### src/rtl/uart_tx_arbiter.sv
// Round-robin arbiter sharing one UART transmitter between N_REQ byte requesters, with watchdog and inter-frame gap.
// Latency: request sampled at edge k launches (tx_start/ack/tx_data) in cycle k+1; done/err one cycle after tx_done/timeout.
// Backpressure: requesters hold req and data until ack; requests are not sampled while a frame or gap is in progress.
module uart_tx_arbiter #(
  parameter int N_REQ        = 4,
  parameter int CLKS_PER_BIT = 521,
  parameter int GAP_BITS     = 1,
  parameter int TIMEOUT_CLKS = 6252,
  parameter int CNT_W        = 16
) (
  input  logic               tx_clk,
  input  logic               rst_n,
  input  logic [N_REQ-1:0]   req,
  input  logic [8*N_REQ-1:0] req_data,
  output logic [N_REQ-1:0]   ack,
  output logic [N_REQ-1:0]   done,
  output logic               err,
  output logic               busy,
  output logic               tx_start,
  output logic [7:0]         tx_data,
  input  logic               tx_done
);

  localparam int PTR_W   = $clog2(N_REQ);
  localparam int GAP_CYC = GAP_BITS * CLKS_PER_BIT;

  // Terminal counts: the counter starts at 0 on entry to each state.
  localparam logic [CNT_W-1:0] TO_TC  = CNT_W'(TIMEOUT_CLKS - 1);
  localparam logic [CNT_W-1:0] GAP_TC = CNT_W'((GAP_CYC > 0) ? (GAP_CYC - 1) : 0);

  localparam logic [1:0] S_IDLE = 2'd0;
  localparam logic [1:0] S_WAIT = 2'd1;
  localparam logic [1:0] S_GAP  = 2'd2;

  logic [1:0]       state_q, state_d;
  logic [CNT_W-1:0] cnt_q, cnt_d;
  logic [PTR_W-1:0] ptr_q, ptr_d;
  logic [PTR_W-1:0] gnt_q, gnt_d;
  logic [N_REQ-1:0] ack_q, ack_d;
  logic [N_REQ-1:0] done_q, done_d;
  logic             err_q, err_d;
  logic             start_q, start_d;
  logic [7:0]       data_q, data_d;

  logic             win_vld;
  logic [PTR_W-1:0] win_idx;

  // Modulo-N_REQ addition for pointer rotation.
  function automatic logic [PTR_W-1:0] wrap_idx(input logic [PTR_W-1:0] base, input int offs);
    int s;
    s = int'(base) + offs;
    if (s >= N_REQ) s = s - N_REQ;
    return PTR_W'(s);
  endfunction

  // Pick the first active requester scanning upward from the round-robin pointer.
  always_comb begin
    win_vld = 1'b0;
    win_idx = '0;
    for (int i = 0; i < N_REQ; i++) begin
      if (!win_vld && req[wrap_idx(ptr_q, i)]) begin
        win_vld = 1'b1;
        win_idx = wrap_idx(ptr_q, i);
      end
    end
  end

  // Next-state logic; ack/done/err/tx_start are single-cycle pulses by default.
  always_comb begin
    state_d = state_q;
    cnt_d   = cnt_q;
    ptr_d   = ptr_q;
    gnt_d   = gnt_q;
    data_d  = data_q;
    ack_d   = '0;
    done_d  = '0;
    err_d   = 1'b0;
    start_d = 1'b0;
    case (state_q)
      S_IDLE: begin
        if (win_vld) begin
          state_d        = S_WAIT;
          cnt_d          = '0;
          gnt_d          = win_idx;
          data_d         = req_data[8*int'(win_idx) +: 8];
          start_d        = 1'b1;
          ack_d[win_idx] = 1'b1;
        end
      end
      S_WAIT: begin
        // tx_done takes priority over a watchdog expiry in the same cycle.
        if (tx_done || (cnt_q == TO_TC)) begin
          if (tx_done) done_d[gnt_q] = 1'b1;
          else         err_d         = 1'b1;
          ptr_d   = wrap_idx(gnt_q, 1);
          cnt_d   = '0;
          state_d = (GAP_CYC == 0) ? S_IDLE : S_GAP;
        end else begin
          cnt_d = cnt_q + CNT_W'(1);
        end
      end
      S_GAP: begin
        if (cnt_q == GAP_TC) begin
          state_d = S_IDLE;
          cnt_d   = '0;
        end else begin
          cnt_d = cnt_q + CNT_W'(1);
        end
      end
      default: begin
        state_d = S_IDLE;
        cnt_d   = '0;
      end
    endcase
  end

  // State register with synchronous active-low reset; an aborted grant leaves no trace.
  always_ff @(posedge tx_clk) begin
    if (!rst_n) begin
      state_q <= S_IDLE;
      cnt_q   <= '0;
      ptr_q   <= '0;
      gnt_q   <= '0;
      ack_q   <= '0;
      done_q  <= '0;
      err_q   <= 1'b0;
      start_q <= 1'b0;
      data_q  <= 8'h00;
    end else begin
      state_q <= state_d;
      cnt_q   <= cnt_d;
      ptr_q   <= ptr_d;
      gnt_q   <= gnt_d;
      ack_q   <= ack_d;
      done_q  <= done_d;
      err_q   <= err_d;
      start_q <= start_d;
      data_q  <= data_d;
    end
  end

  assign ack      = ack_q;
  assign done     = done_q;
  assign err      = err_q;
  assign tx_start = start_q;
  assign tx_data  = data_q;
  assign busy     = (state_q != S_IDLE);

endmodule

### config.mk
export PLATFORM = sky130hd
export DESIGN_NAME = uart_tx_arbiter
export DESIGN_NICKNAME = d
export VERILOG_FILES = /design/src/rtl/uart_tx_arbiter.sv
export SDC_FILE = /design/constraint.sdc
export NUM_CORES = 1
export LEC_CHECK = 0
export CELL_PAD_IN_SITES_DETAIL_PLACEMENT = 1
export CELL_PAD_IN_SITES_GLOBAL_PLACEMENT = 2
export CORE_ASPECT_RATIO = 0.5
export CORE_UTILIZATION = 30
export DETAILED_ROUTE_END_ITERATION = 16
export PLACE_DENSITY = 0.9
export SLEW_MARGIN = 25
export SYNTH_ARGS = -nofsm -noshare
export SYNTH_HDL_FRONTEND = slang
export SYNTH_SLANG_ARGS = --single-unit
### constraint.sdc
create_clock -name tx_clk -period 4.35 [get_ports tx_clk]
set_input_delay 0.87 -clock tx_clk [delete_from_list [all_inputs] [get_ports tx_clk]]
set_output_delay 0.87 -clock tx_clk [all_outputs]
set_load 0.02 [all_outputs]
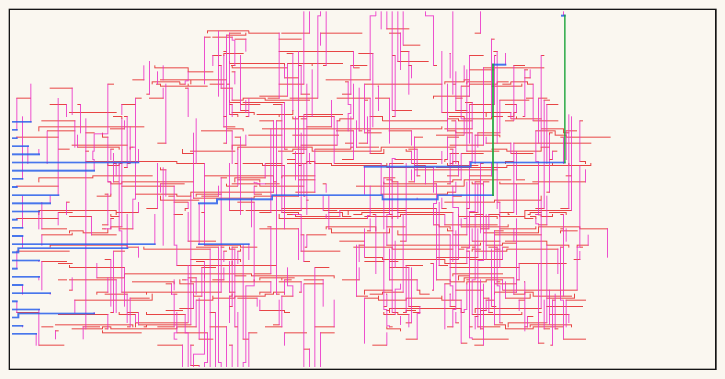
run_1/metal_stack.png
Scale: 6 px per um.
colour	layer	wire length
magenta	met2	2540 um
blue	met3	252 um
green	met4	46.2 um
red	met1	2330 um
Tot GR Track Use: 15.63%
total number of vias: 1759
total detailed-routing wirelength: 5171 um
mean routed wirelength per cell: 14.05 um

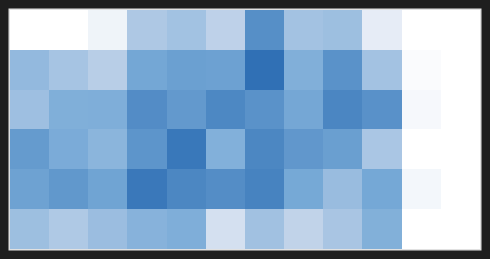
run_1/density.png
Scale: 4 px per um. The die is cut into 12 by 6 equal tiles; white is low, dark blue is high, 0 to 100% covered.
mean over tiles	39%
fullest tile	74%
nearly empty tiles	15%
emptiest ninth of the die	top right
densest ninth of the die	middle
share of the core filled with cells: 45.08%
area of the core: 0.006256 mm2
initial standard-cell utilization of the core: 32.00%

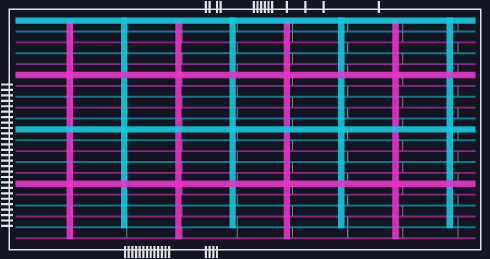
run_1/pdn.png
Scale: 4 px per um. Pins as bars on the die edge. Tap cells in grey.
colour	net
magenta	VSS
cyan	VDD
rows	20
met4 straps	8
tap cells	88
die extent in y: 59.77 um
Die Width: 117.5 um
worst voltage drop across the vdd grid: 0.1690 mV

==> results.rst, run 1 <==
Synthesis and place-and-route
=============================

.. list-table::
   :header-rows: 1

   * - Metric
     - Value
   * - Number of global-route vias before repair
     - 1888
   * - Transition at the pin with the smallest max-transition slack
     - about 910 ps
   * - Length of routed wiring on met1
     - around 2300 um
   * - Clock insertion delay at the later pin of the skew report
     - 280 ps
   * - Data buffer area share
     - between 20 and 25%
   * - Number of buffers other than clock buffers in the final layout
     - 58
   * - Syn. warnings
     - 0
   * - H-tree lvl count
     - 2
   * - Tapcell Cnt
     - about 90
   * - Max layer used
     - met4
   * - Share of Yosys cell area claimed by the top area cell type
     - 40.00%
   * - Cell total in the yosys stat output
     - 217
   * - FF+latch count
     - 40
   * - Post-Place Setup Slack
     - around 1400 ps
   * - Number of buffer cells added on primary ports
     - 57
   * - Total of endpoints with negative setup slack in the final report
     - 0
   * - Hold slack final
     - 473.4 ps
   * - Cell-by-cell listing of the critical path
     - inv_1 > ha_1 > inv_1 > clkdlybuf4s50_1
   * - Post-route standard cell area excluding fillers
     - 0.002820 mm2
   * - Top-Level Pins
     - 58
   * - Post-synthesis cell type with the largest instance count
     - dfxtp_1
   * - Synth area leader
     - dfxtp_1
   * - Sequential-to-total area share from yosys stat
     - approximately two fifths
   * - Max-Slew Margin vs Limit
     - 39.35%
   * - Number of search-and-repair iterations in the first detailed-routing pass
     - 4
   * - Routed vias/inst
     - between 4 and 5
   * - Arrival time worst endpoint
     - 1800 ps
   * - Critical Path Max Stage Delay
     - 630 ps
   * - Global-route wire length before repair
     - between 8000 and 9000 um
   * - Total count of max-transition violations in the final report
     - 0
   * - Multi-input combinational area share
     - ~40%
   * - Number of resized instances in the post-cts repair step
     - 0
   * - Async SR Flop Fraction
     - 0%
   * - Fraction of area in clock buffers and inverters
     - between 5 and 6%
   * - Root Buffer Master
     - clkbuf_16
   * - Data required time at the worst endpoint
     - 3480 ps
   * - Net count entering floorplan
     - 266
   * - Pin count of the biggest net entering global routing
     - 20
   * - Period minus WS final
     - between 2000 and 3000 ps
   * - Number of hold-slack violations in the final timing report
     - 0
   * - Power per cell area
     - around 440 mW/mm2
   * - Non-filler instance count after layout
     - 368
   * - Met3 Routed Length
     - 252 um
   * - Max Freq
     - 0.3746 GHz
   * - HP Class
     - reg -> reg
   * - Total Power
     - about 1.2 mW
   * - EDFF count, synth
     - 0
   * - Invs w/o clock
     - 12
   * - Number of synthesized register bits
     - 40
   * - Antenna Cells
     - 0
   * - Biggest area consumer among cell classes
     - multi-input combinational cells
   * - Number of maximum-capacitance constraint violations
     - 0
   * - Number of warnings in the stage logs
     - 33
   * - Number of distinct library cells after synthesis
     - 41
   * - Type of origin of the critical path
     - register
   * - Tally of filler cells in the layout
     - about 750
   * - Global placer's final weighted congestion
     - around 0.8
   * - Unrepaired setup endpoints after global routing
     - no
   * - Post CTS Setup Buffer Count
     - 0
   * - Row count
     - 20
   * - Detailed Route Iter0 Violations
     - 14
   * - Outcome
     - complete, no violations
   * - Commonest cells in the netlist
     - 40 x dfxtp_1, 30 x nor2_1, 23 x nand2_1
   * - Crit path capture type
     - primary output
   * - Synthesis area per yosys
     - 0.002002 mm2
   * - Cell area after placement
     - 0.002671 mm2
   * - DRC errors left
     - 0
   * - Routed wire length on met2
     - 2544 um
   * - Clock buffer depth
     - 2
   * - Dominant cells by area after synthesis
     - dfxtp_1 40%, mux2i_1 11%, ha_1 6.3%
   * - Placed wire-length estimate
     - 3972 um
   * - Quantity of hold-fixing buffers added after cts
     - 0
   * - Number of instances in the synthesized netlist
     - around 220
   * - Final-layout clock buffer total
     - 6
   * - Skew final
     - 2.649 ps
   * - Clock tree from TritonCTS
     - done
   * - Fraction of final layout cells sized beyond drive strength 1
     - 7.143%
   * - Total Negative Setup Slacks
     - 0 ps
   * - Inst Count DP
     - 360
   * - Crit path max fanout
     - 6
   * - Inserted Clock Buffers
     - 5
   * - Setup slack of the critical path after layout
     - ~1700 ps
   * - Part of the cycle the worst path needs
     - 61.37%
   * - Reported leakage power
     - 1.022 nW
   * - Fraction of standard cell area that is sequential
     - roughly 28%
   * - FF/Latch Area
     - between 800 and 900 um2
   * - Post-synthesis instance area
     - roughly 0.002 mm2
   * - Avg Inst Size Synth
     - 9.225 um2
   * - Critical Path Most Common Cell
     - inv_1
run 1: worst paths after layout:
kind	start	to	slack, ps	cells past startpoint
max	state_q[1]	busy	1680	4
min	tx_data[5]	tx_data[5]	470	2
max reg2reg	state_q[1]	tx_data[7]	2280	7
min reg2reg	tx_data[5]	tx_data[5]	470	2
run 1: logic make-up (layout without fill, tap and decap cells):
family	Yosys count	after routing	synth area share, %
AND-OR/OR-AND	24	24	9.812
XOR/XNOR	15	15	6.562
adder cells (fa/ha/maj)	10	10	6.250
buffers and inverters	15	78	3.437
flip-flops	40	40	40.00
multiplexers	22	22	11.06
AND/OR/NAND/NOR	91	91	22.88
run 1: worst max-delay path: cells and delay by family (launching register included):
family | cells | cell delay, ps
adder cells (fa/ha/maj) | 1 | 280
flip-flops | 1 | 360
buffers and inverters | 3 | 880
run 1: registers in the layout, indices dropped and copies added, names as in the netlist:
name / count
err: 1
done: 4
gnt_q: 2
ptr_q: 2
cnt_q: 16
tx_data: 8
tx_start: 1
ack: 4
state_q: 2
run 1: per-layer routing:
metal  global-route usage [%]  vias up
met5                        0        -
met4                    4.945        0
met3                    4.866        4
met2                    29.59       35
met1                    17.28      838
li1                         -      882
run 1: placed cells by master, fill, tap and decap left out, types with 5 or more instances in the layout:
cell type | netlist | routed
nor2_1 | 30 | 30
dfxtp_1 | 40 | 40
mux2i_1 | 21 | 21
o221ai_1 | 7 | 7
nand4_1 | 6 | 6
nand2_1 | 23 | 23
clkbuf_16 | 0 | 5
inv_1 | 12 | 12
clkdlybuf4s50_1 | 0 | 57
xnor2_1 | 5 | 5
xor2_1 | 10 | 10
nand3_1 | 7 | 7
ha_1 | 10 | 10
run 1: report_power, final:
part / internal (mW) / switching, mW
Sequential: 0.420 / 0.0328
Clock: 0.226 / 0.144
Combinational: 0.195 / 0.223
==> run 2, diff against run 1 <==
CORE_UTILIZATION = 28   (was 30)
PLACE_DENSITY = 0.86   (was 0.9)
clock period = 2.53 ns   (was 4.35 ns; I/O delays follow)
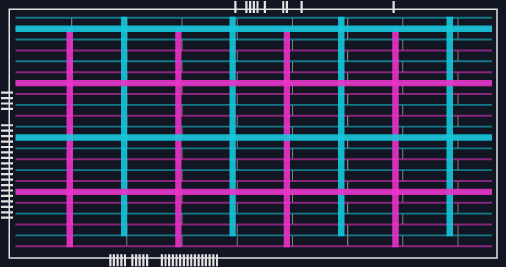
run_2/pdn.png
Scale: 4 px per um. Pins as bars on the die edge. Tap cells in grey.
colour	net
cyan	VDD
magenta	VSS
rows	21
met1 rails	22
met4 straps	8
die extent in y: 61.79 um
worst voltage drop across the vdd grid: 0.2635 mV
Die Width: 121.6 um
area of the core: 0.006805 mm2

==> run 2 against run 1 <==
  * Global-route usage increased by 1.1 points
  * Sequential share of layout area decreased by 0.80 points
  * Flip-flop count unchanged
  * Combinational power increased by 84%
  * Synthesized area unchanged
  * Design area increased by 2.9%
  * Clock skew increased by 0.65 ps
  * Largest cell class unchanged
  * Highest routed layer unchanged
==> results.rst, run 2 <==
Synthesis and place-and-route
=============================

.. list-table::
   :header-rows: 1

   * - Metric
     - Value
   * - Post-synthesis instance area
     - 0.002002 mm2 (unchanged)
   * - Proportion of power drawn by the clock network
     - 32.1% (+2.3 points)
   * - Net switching power figure
     - 741.5 uW (+85%)
   * - Post-route standard cell area excluding fillers
     - 0.002902 mm2 (+2.9%)
   * - Clock insertion delay at the later pin of the skew report
     - 290 ps (about the same)
   * - Global-route wire length before repair
     - 9453 um (+9.1%)
   * - Share of Yosys cell area claimed by the top area cell type
     - 40.00% (unchanged)
   * - Total count of max-transition violations in the final report
     - 0 (unchanged)
   * - Number of resized instances in the post-cts repair step
     - 0 (unchanged)
   * - Number of search-and-repair iterations in the first detailed-routing pass
     - 4 (unchanged)
   * - Synthesis area per yosys
     - 0.002002 mm2 (unchanged)
   * - Share of the core filled with cells
     - 42.64% (-2.4 points)
   * - Top-Level Pins
     - 58 (unchanged)
   * - Total Negative Setup Slacks
     - 0 ps (unchanged)
   * - Pin count of the biggest net entering global routing
     - 17 (-15%)
   * - Slowest library cell on the worst path
     - clkdlybuf4s50_1
   * - Number of instances in the synthesized netlist
     - 217 (unchanged)
   * - Number of global-route vias before repair
     - 2006 (+6.3%)
   * - Switch share
     - 32.44% (+0.21 points)
   * - HP Class
     - reg -> reg
   * - Antenna Cells
     - 0 (unchanged)
   * - Crit path max fanout
     - 6 (unchanged)
   * - Total of endpoints with negative setup slack in the final report
     - 0 (unchanged)
   * - Cell-by-cell listing of the critical path
     - inv_1 > ha_1 > inv_1 > clkdlybuf4s50_1
   * - Post CTS Setup Buffer Count
     - 0 (unchanged)
   * - EDFF count, synth
     - 0 (unchanged)
   * - Number of distinct library cells after synthesis
     - 41 (unchanged)
   * - Sequential Power Share
     - 34.1% (-2.4 points)
   * - Register name with the most flops
     - cnt_q
   * - Hold slack final
     - 471.1 ps (-2.266 ps)
   * - Total Power
     - 2.286 mW (+84%)
   * - Syn. warnings
     - 0 (unchanged)
   * - Routed vias/inst
     - 4.825 (+0.95%)
   * - Number of warnings in the stage logs
     - 33 (unchanged)
   * - Data required time at the worst endpoint
     - 2020 ps (-1460 ps)
   * - Commonest cells after routing, fill and taps aside
     - 57 x clkdlybuf4s50_1, 40 x dfxtp_1, 30 x nor2_1, 23 x nand2_1, 21 x mux2i_1
   * - Avg Inst Size Synth
     - 9.225 um2 (unchanged)
   * - H-tree lvl count
     - 2 (unchanged)
   * - Max Freq
     - 0.4262 GHz
   * - Async SR Flop Fraction
     - 0% (unchanged)
   * - Transition at the pin with the smallest max-transition slack
     - 404.6 ps (-501.2 ps)
   * - Quantity of hold-fixing buffers added after cts
     - 0 (unchanged)
   * - Setup slack of the critical path after layout
     - 183.5 ps (-1497 ps)
   * - Total detailed-routing wirelength
     - 5668 um (+9.6%)
   * - Type of the worst setup path
     - reg -> out
   * - Outcome
     - complete, no violations
   * - Synth area leader
     - dfxtp_1
   * - Net count entering floorplan
     - 266 (unchanged)
   * - Internal portion of total power
     - 1.544 mW (+83%)
   * - Arrival time worst endpoint
     - 1840 ps (+40 ps)
   * - Mean routed wirelength per cell
     - 14.99 um (+6.7%)
   * - Clock buffer depth
     - 2 (unchanged)
   * - Inst Count DP
     - 370 (+2.8%)
   * - Crit path capture type
     - primary output
   * - Skew final
     - 3.295 ps (+0.6450 ps)
   * - Total number of vias
     - 1824 (+3.7%)
   * - Non-filler instance count after layout
     - 378 (+2.7%)
   * - Period minus WS final
     - 2347 ps
   * - Detailed Route Iter0 Violations
     - 27 (+13)
   * - DRC errors left
     - 0 (unchanged)
   * - Post-Place Setup Slack
     - 34.51 ps (-1368 ps)
   * - Unrepaired setup endpoints after global routing
     - no
   * - Max-Slew Margin vs Limit
     - 72.79% (+33 points)
   * - Row count
     - 21 (+5.0%)
   * - Clock tree from TritonCTS
     - done
   * - Post-synthesis cell type with the largest instance count
     - dfxtp_1
   * - Global placer's final weighted congestion
     - 0.7495 (-4.4%)
   * - Critical Path Max Stage Delay
     - 630 ps (about the same)
   * - Dominant cells by area after synthesis
     - dfxtp_1 40%, mux2i_1 11%, ha_1 6.3%
   * - Number of hold-slack violations in the final timing report
     - 0 (unchanged)
   * - Max reg flops
     - 16 (unchanged)
   * - Part of the cycle the worst path needs
     - 92.75%
   * - Commonest cells in the netlist
     - 40 x dfxtp_1, 30 x nor2_1, 23 x nand2_1
   * - Cell total in the yosys stat output
     - 217 (unchanged)
   * - Initial standard-cell utilization of the core
     - 29.42% (-2.6 points)
   * - Power per cell area
     - 787.7 mW/mm2 (+79%)
   * - Root Buffer Master
     - clkbuf_16
   * - Most common cell after layout, fill and taps aside
     - clkdlybuf4s50_1
   * - Cell area after placement
     - 0.002734 mm2 (+2.3%)
   * - Number of synthesized register bits
     - 40 (unchanged)
   * - Critical Path Most Common Cell
     - inv_1
   * - Inserted Clock Buffers
     - 5 (unchanged)
   * - Type of origin of the critical path
     - register
   * - Number of buffer cells added on primary ports
     - 57 (unchanged)
   * - Number of maximum-capacitance constraint violations
     - 0 (unchanged)
   * - Placed wire-length estimate
     - 4387 um (+10%)
   * - Fraction of final layout cells sized beyond drive strength 1
     - 9.091% (+1.9 points)
==> run 2: kinds of logic (layout without fill, tap and decap cells) <==
kind of cell | after synthesis | after routing | synth area share [%]
AND/OR/NAND/NOR | 91 | 91 | 22.88
flip-flops | 40 | 40 | 40.00
AND-OR/OR-AND | 24 | 24 | 9.812
multiplexers | 22 | 22 | 11.06
XOR/XNOR | 15 | 15 | 6.562
buffers and inverters | 15 | 84 | 3.437
adder cells (fa/ha/maj) | 10 | 10 | 6.250
==> run 2: worst paths after layout <==
check	from	end	slack, ps	depth (start not counted)
max	state_q[1]	busy	180	4
min	tx_data[2]	tx_data[2]	470	2
max reg2reg	cnt_q[3]	cnt_q[1]	510	5
min reg2reg	tx_data[2]	tx_data[2]	470	2
==> run 2: metal layers <==
layer / GRT usage [%] / share of wire (%) / wire length, um
met2: 32.71 / 50 / 2862
met4: 7.231 / 1.9 / 107
met3: 4.562 / 4.0 / 224
met5: 0 / 0 / 0
met1: 17.62 / 44 / 2473
==> run 2: final cells by class <==
class | instances | area [um2]
inverter | 12 | 45.04
timing repair buffer | 64 | 635.6
multi-input combinational | 162 | 1137
fill | 803 | 3904
tap | 92 | 115.1
clock inverter | 3 | 42.54
clock buffer | 5 | 125.1
sequential | 40 | 800.8
==> run 2: power by group through the flow <==
stage | registers (mW) | logic (mW) | clock network [mW]
3_5_place_dp | 0.793 | 0.779 | 0
6_report | 0.779 | 0.772 | 0.734
5_1_grt | 0.790 | 0.846 | 0.772
2_1_floorplan | 0.858 | 0.356 | 0
4_1_cts | 0.779 | 0.784 | 0.752
3_3_place_gp | 0.785 | 0.750 | 0
==> run 2: critical path: cells and delay by family (launching register included) <==
| family | cells | cell delay [ps] |
|---|---|---|
| buffers and inverters | 3 | 910 |
| flip-flops | 1 | 360 |
| adder cells (fa/ha/maj) | 1 | 280 |
==> run 3, diff against run 2 <==
--- a/config.mk
+++ b/config.mk
@@ -11,4 +11,5 @@
 export CORE_UTILIZATION = 28
 export DETAILED_ROUTE_END_ITERATION = 16
+export HOLD_SLACK_MARGIN = 0.03
 export PLACE_DENSITY = 0.86
 export SLEW_MARGIN = 25
==> constraint.sdc (replaced) <==
create_clock -name tx_clk -period 2.53 [get_ports tx_clk]
set_input_delay 0.253 -clock tx_clk [delete_from_list [all_inputs] [get_ports tx_clk]]
set_output_delay 0.253 -clock tx_clk [all_outputs]
set_load 0.02 [all_outputs]
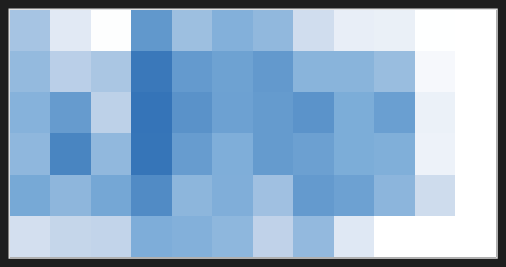
run_3/density.png
Scale: 4 px per um. The die is cut into 12 by 6 equal tiles; white is low, dark blue is high, 0 to 100% covered.
fullest tile	72%
mean over tiles	37%
nearly empty tiles	14%
share of the core filled with cells: 42.23%
initial standard-cell utilization of the core: 29.42%

==> run 3 against run 2 <==
  * Flip-flop count unchanged
  * Largest power group unchanged
  * Final cell count fell by 0.53%
  * Clock power is 2% lower
  * Synthesized cell count unchanged
  * Via count down 0.66%
  * Design area down 0.95%
==> results.rst, run 3 <==
Synthesis and place-and-route
=============================

.. list-table::
   :header-rows: 1

   * - Metric
     - Value
   * - Outcome
     - complete, no violations
   * - H-tree lvl count
     - 2 (unchanged)
   * - Syn. warnings
     - 0 (unchanged)
   * - Net switching power figure
     - 707.9 uW (-4.5%)
   * - Mean routed wirelength per cell
     - 14.62 um (-2.5%)
   * - Clock buffer depth
     - 2 (unchanged)
   * - Post-route standard cell area excluding fillers
     - 0.002874 mm2 (-0.95%)
   * - Crit path max fanout
     - 6 (unchanged)
   * - Share of Yosys cell area claimed by the top area cell type
     - 40.00% (unchanged)
   * - Synthesis area per yosys
     - 0.002002 mm2 (unchanged)
   * - Number of hold-slack violations in the final timing report
     - 0 (unchanged)
   * - Type of origin of the critical path
     - register
   * - Mux area share
     - 11.06% (unchanged)
   * - Inserted Clock Buffers
     - 5 (unchanged)
   * - Max reg flops
     - 16 (unchanged)
   * - Max-Slew Margin vs Limit
     - 62.90% (-9.9 points)
   * - Number of search-and-repair iterations in the first detailed-routing pass
     - 4 (unchanged)
   * - Commonest cells in the netlist
     - 40 x dfxtp_1, 30 x nor2_1, 23 x nand2_1
   * - Setup slack of the critical path after layout
     - 487.0 ps (+303.5 ps)
   * - R2R cell count
     - 5 (unchanged)
   * - DRC errors left
     - 0 (unchanged)
   * - Global placer's final weighted congestion
     - 0.7509 (+0.19%)
   * - Post-synthesis cell type with the largest instance count
     - dfxtp_1
   * - Tally of filler cells in the layout
     - 791 (-1.5%)
   * - Buffers & Inverters on Critical Path
     - 3 (unchanged)
   * - Number of sinks driven by the clock tree
     - 40
   * - Final global-route overflow total
     - 0
   * - Clock insertion delay at the later pin of the skew report
     - 280 ps (about the same)
   * - Cell depth of the worst min-delay path
     - 2 (unchanged)
   * - Critical Path Most Common Cell
     - inv_1
   * - Row count
     - 21 (unchanged)
   * - Net count reported at finish
     - 332
   * - Compound Share, Synth
     - 9.812% (unchanged)
   * - Transition at the pin with the smallest max-transition slack
     - 553.2 ps (+148.6 ps)
   * - Number of buffer cells added on primary ports
     - 57 (unchanged)
   * - Crit path capture type
     - primary output
   * - Most common cell after layout, fill and taps aside
     - clkdlybuf4s50_1
   * - Cell total in the yosys stat output
     - 217 (unchanged)
   * - Avg Inst Size Synth
     - 9.225 um2 (unchanged)
   * - Sequential Power Share
     - 34.6% (+0.5 points)
   * - Crit Reg-Reg Startpoint
     - cnt_q[3]
   * - EDFF count, synth
     - 0 (unchanged)
   * - Type of the worst setup path
     - reg -> out
   * - Sequential-to-total area share from yosys stat
     - 40.00%
   * - Period minus WS final
     - 2043 ps (-303.5 ps)
   * - Chip footprint
     - 0.007512 mm2
   * - Dominant register cell in the synthesized netlist
     - dfxtp_1
   * - HP Class
     - reg -> reg
   * - Pin count of the biggest net entering global routing
     - 17 (unchanged)
   * - Total number of vias
     - 1812 (-0.66%)
   * - Area of the core
     - 0.006805 mm2 (unchanged)
   * - Number of warnings in the stage logs
     - 33 (unchanged)
   * - Clock tree from TritonCTS
     - done
   * - Endpoint of the most critical register-to-register path
     - cnt_q[6]
   * - Routed vias/inst
     - 4.819 (-0.13%)
   * - Cell-by-cell listing of the critical path
     - inv_1 > ha_1 > inv_1 > clkdlybuf4s50_1
   * - Skew final
     - 5.043 ps (+1.748 ps)
   * - Yosys simple share
     - 22.88% (unchanged)
   * - Register name with the most flops
     - cnt_q
   * - Net count entering floorplan
     - 266 (unchanged)
   * - Worst hold path startpoint
     - tx_data[2]
   * - Post-Place Setup Slack
     - 314.9 ps (+280.4 ps)
   * - Async SR Flop Fraction
     - 0% (unchanged)
   * - Cell area after placement
     - 0.002706 mm2 (-1.0%)
   * - Max Freq
     - 0.4895 GHz (+15%)
   * - Total of endpoints with negative setup slack in the final report
     - 0 (unchanged)
   * - Antenna violations before repair
     - 0
   * - Critical Path Max Stage Delay
     - 620 ps (about the same)
   * - Quantity of hold-fixing buffers added after cts
     - 0 (unchanged)
   * - FF/Latch Area
     - 800.8 um2 (unchanged)
   * - Synth area leader
     - dfxtp_1
   * - Capturing instance or port of the critical path
     - busy
   * - Post-synthesis instance area
     - 0.002002 mm2 (unchanged)
   * - Clock input transition at the sequential cells of the worst setup and hold paths
     - 60 ps
   * - Antenna Cells
     - 0 (unchanged)
   * - Die Width
     - 121.6 um (unchanged)
   * - Combinational cell fraction of total power
     - 33.4%
   * - Worst voltage drop across the vdd grid
     - 0.2679 mV (+1.7%)
   * - Synthesis-to-finish area growth
     - 43.56%
   * - Top-Level Pins
     - 58 (unchanged)
   * - Endpoint with the worst hold slack
     - tx_data[2]
   * - XOR/XNOR Fraction of Synth Area
     - 6.562% (unchanged)
   * - Detailed Route Iter0 Violations
     - 45 (+67%)
   * - Arrival time worst endpoint
     - 1790 ps (-50 ps)
   * - Inst Count DP
     - 368 (-0.54%)
   * - Commonest cells after routing, fill and taps aside
     - 57 x clkdlybuf4s50_1, 40 x dfxtp_1, 30 x nor2_1, 23 x nand2_1, 21 x mux2i_1
   * - Number of routed nets with antenna violations
     - 0
   * - Data required time at the worst endpoint
     - 2280 ps (+260 ps)
   * - Slowest library cell on the worst path
     - clkdlybuf4s50_1
   * - Power per cell area
     - 780.4 mW/mm2 (-0.93%)
   * - Total Negative Setup Slacks
     - 0 ps (unchanged)
   * - Critical path startpoint
     - state_q[1]
   * - Total count of max-transition violations in the final report
     - 0 (unchanged)
   * - Number of distinct library cells after synthesis
     - 41 (unchanged)
   * - Fraction of final layout cells sized beyond drive strength 1
     - 8.451% (-0.64 points)
   * - Die extent in y
     - 61.79 um (unchanged)
   * - Internal portion of total power
     - 1.535 mW (-0.59%)
   * - Unrepaired setup endpoints after global routing
     - no
   * - Tot GR Track Use
     - 15.92%
   * - Root Buffer Master
     - clkbuf_16
   * - Reported leakage power
     - approximately 1.0 nW
   * - Number of synthesized register bits
     - 40 (unchanged)
   * - Switch share
     - 31.56% (-0.88 points)
   * - Post CTS Setup Buffer Count
     - 0 (unchanged)
   * - Top logic family
     - simple AND/OR/NAND/NOR gates
   * - Number of instances in the synthesized netlist
     - 217 (unchanged)
   * - Adder Share, Synth
     - 6.250% (unchanged)
   * - Number of global-route vias before repair
     - 1910 (-4.8%)
   * - Combinational gate area
     - 0.001137 mm2 (unchanged)
   * - Number of maximum-capacitance constraint violations
     - 0 (unchanged)
   * - Total detailed-routing wirelength
     - 5497 um (-3.0%)
   * - Number of resized instances in the post-cts repair step
     - 0 (unchanged)
   * - Part of the cycle the worst path needs
     - 80.75% (-12 points)
   * - Placed wire-length estimate
     - 4265 um (-2.8%)
   * - Cell count along the critical path
     - 4 (unchanged)
   * - Dominant cells by area after synthesis
     - dfxtp_1 40%, mux2i_1 11%, ha_1 6.3%
   * - Global-route wire length before repair
     - 9059 um (-4.2%)
   * - Top Family by Delay on Critical Path
     - buffers and inverters
   * - Reg-to-reg setup timing slack
     - 630 ps (+120 ps)
   * - Non-filler instance count after layout
     - 376 (-0.53%)
   * - Proportion of power drawn by the clock network
     - 31.9% (-0.2 points)
[run 3: worst min-delay path, cell delays in order (launching register included)]
cell and delay (ps):
dfxtp_1 320, nand2_1 50, o221ai_1 60
[run 3: metal layers]
metal / share of wire, % / vias up / GRT usage (%)
met5: 0 / - / 0
met4: 1.1 / 0 / 6.526
met3: 3.6 / 6 / 4.015
met2: 53 / 37 / 31.41
met1: 43 / 883 / 16.94
li1: - / 886 / -
[run 3: area by class of cell]
cell class                 count  area share [%]
multi-input combinational    162           39.57
sequential                    40           27.86
timing repair buffer          62           21.16
clock buffer                   5           4.353
tap                           92           4.005
inverter                      12           1.567
clock inverter                 3           1.480
[run 3: stage by stage]
step,power (mW),util (%),hold WS [ps]
finish,2.243,42.23,461.5
global route,2.369,42.23,495.5
CTS,2.277,42.23,473.0
detailed placement,1.547,39.77,458.3
global placement,1.524,39.77,447.3
floorplan,1.214,-,331.0
[run 3: kinds of logic (layout without fill, tap and decap cells)]
| family | after synthesis | count (layout) |
|---|---|---|
| AND-OR/OR-AND | 24 | 24 |
| flip-flops | 40 | 40 |
| adder cells (fa/ha/maj) | 10 | 10 |
| XOR/XNOR | 15 | 15 |
| AND/OR/NAND/NOR | 91 | 91 |
| multiplexers | 22 | 22 |
| buffers and inverters | 15 | 82 |
[run 3: power by group through the flow]
stage / registers (mW) / clock network (mW) / logic, mW
after global placement: 0.787 / 0 / 0.738
after global routing: 0.788 / 0.763 / 0.818
after CTS: 0.780 / 0.738 / 0.759
after floorplan: 0.858 / 0 / 0.356
final: 0.777 / 0.717 / 0.749
after detailed placement: 0.793 / 0 / 0.754

==> notes/layouts.md <==
Pictures saved along the way, in no particular order.

Register map, names as in the netlist.
image #1
Scale: 6 px per um.
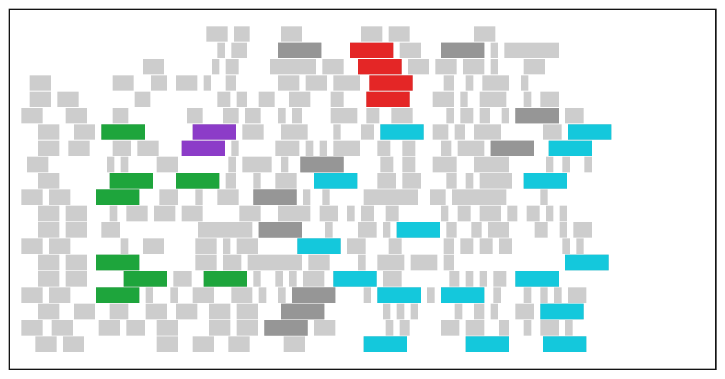
image #2
Scale: 4 px per um.
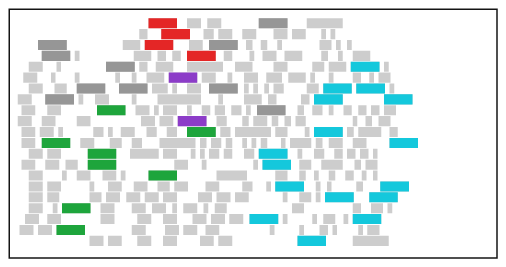
image #3
Scale: 4 px per um.
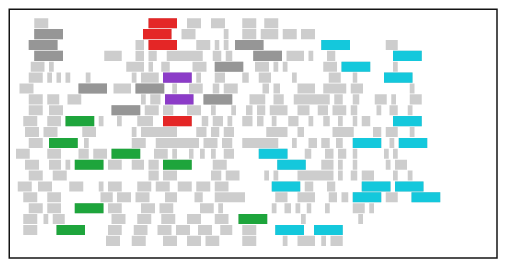
Run 3 is image #3.
Run 2 is image #2.
Run 1 is image #1.

Key to image #1:
colour	netlist name	flops
green	tx_data	8
purple	ptr_q	2
red	done	4
cyan	cnt_q	16

Power and IR drop assume default switching activity.
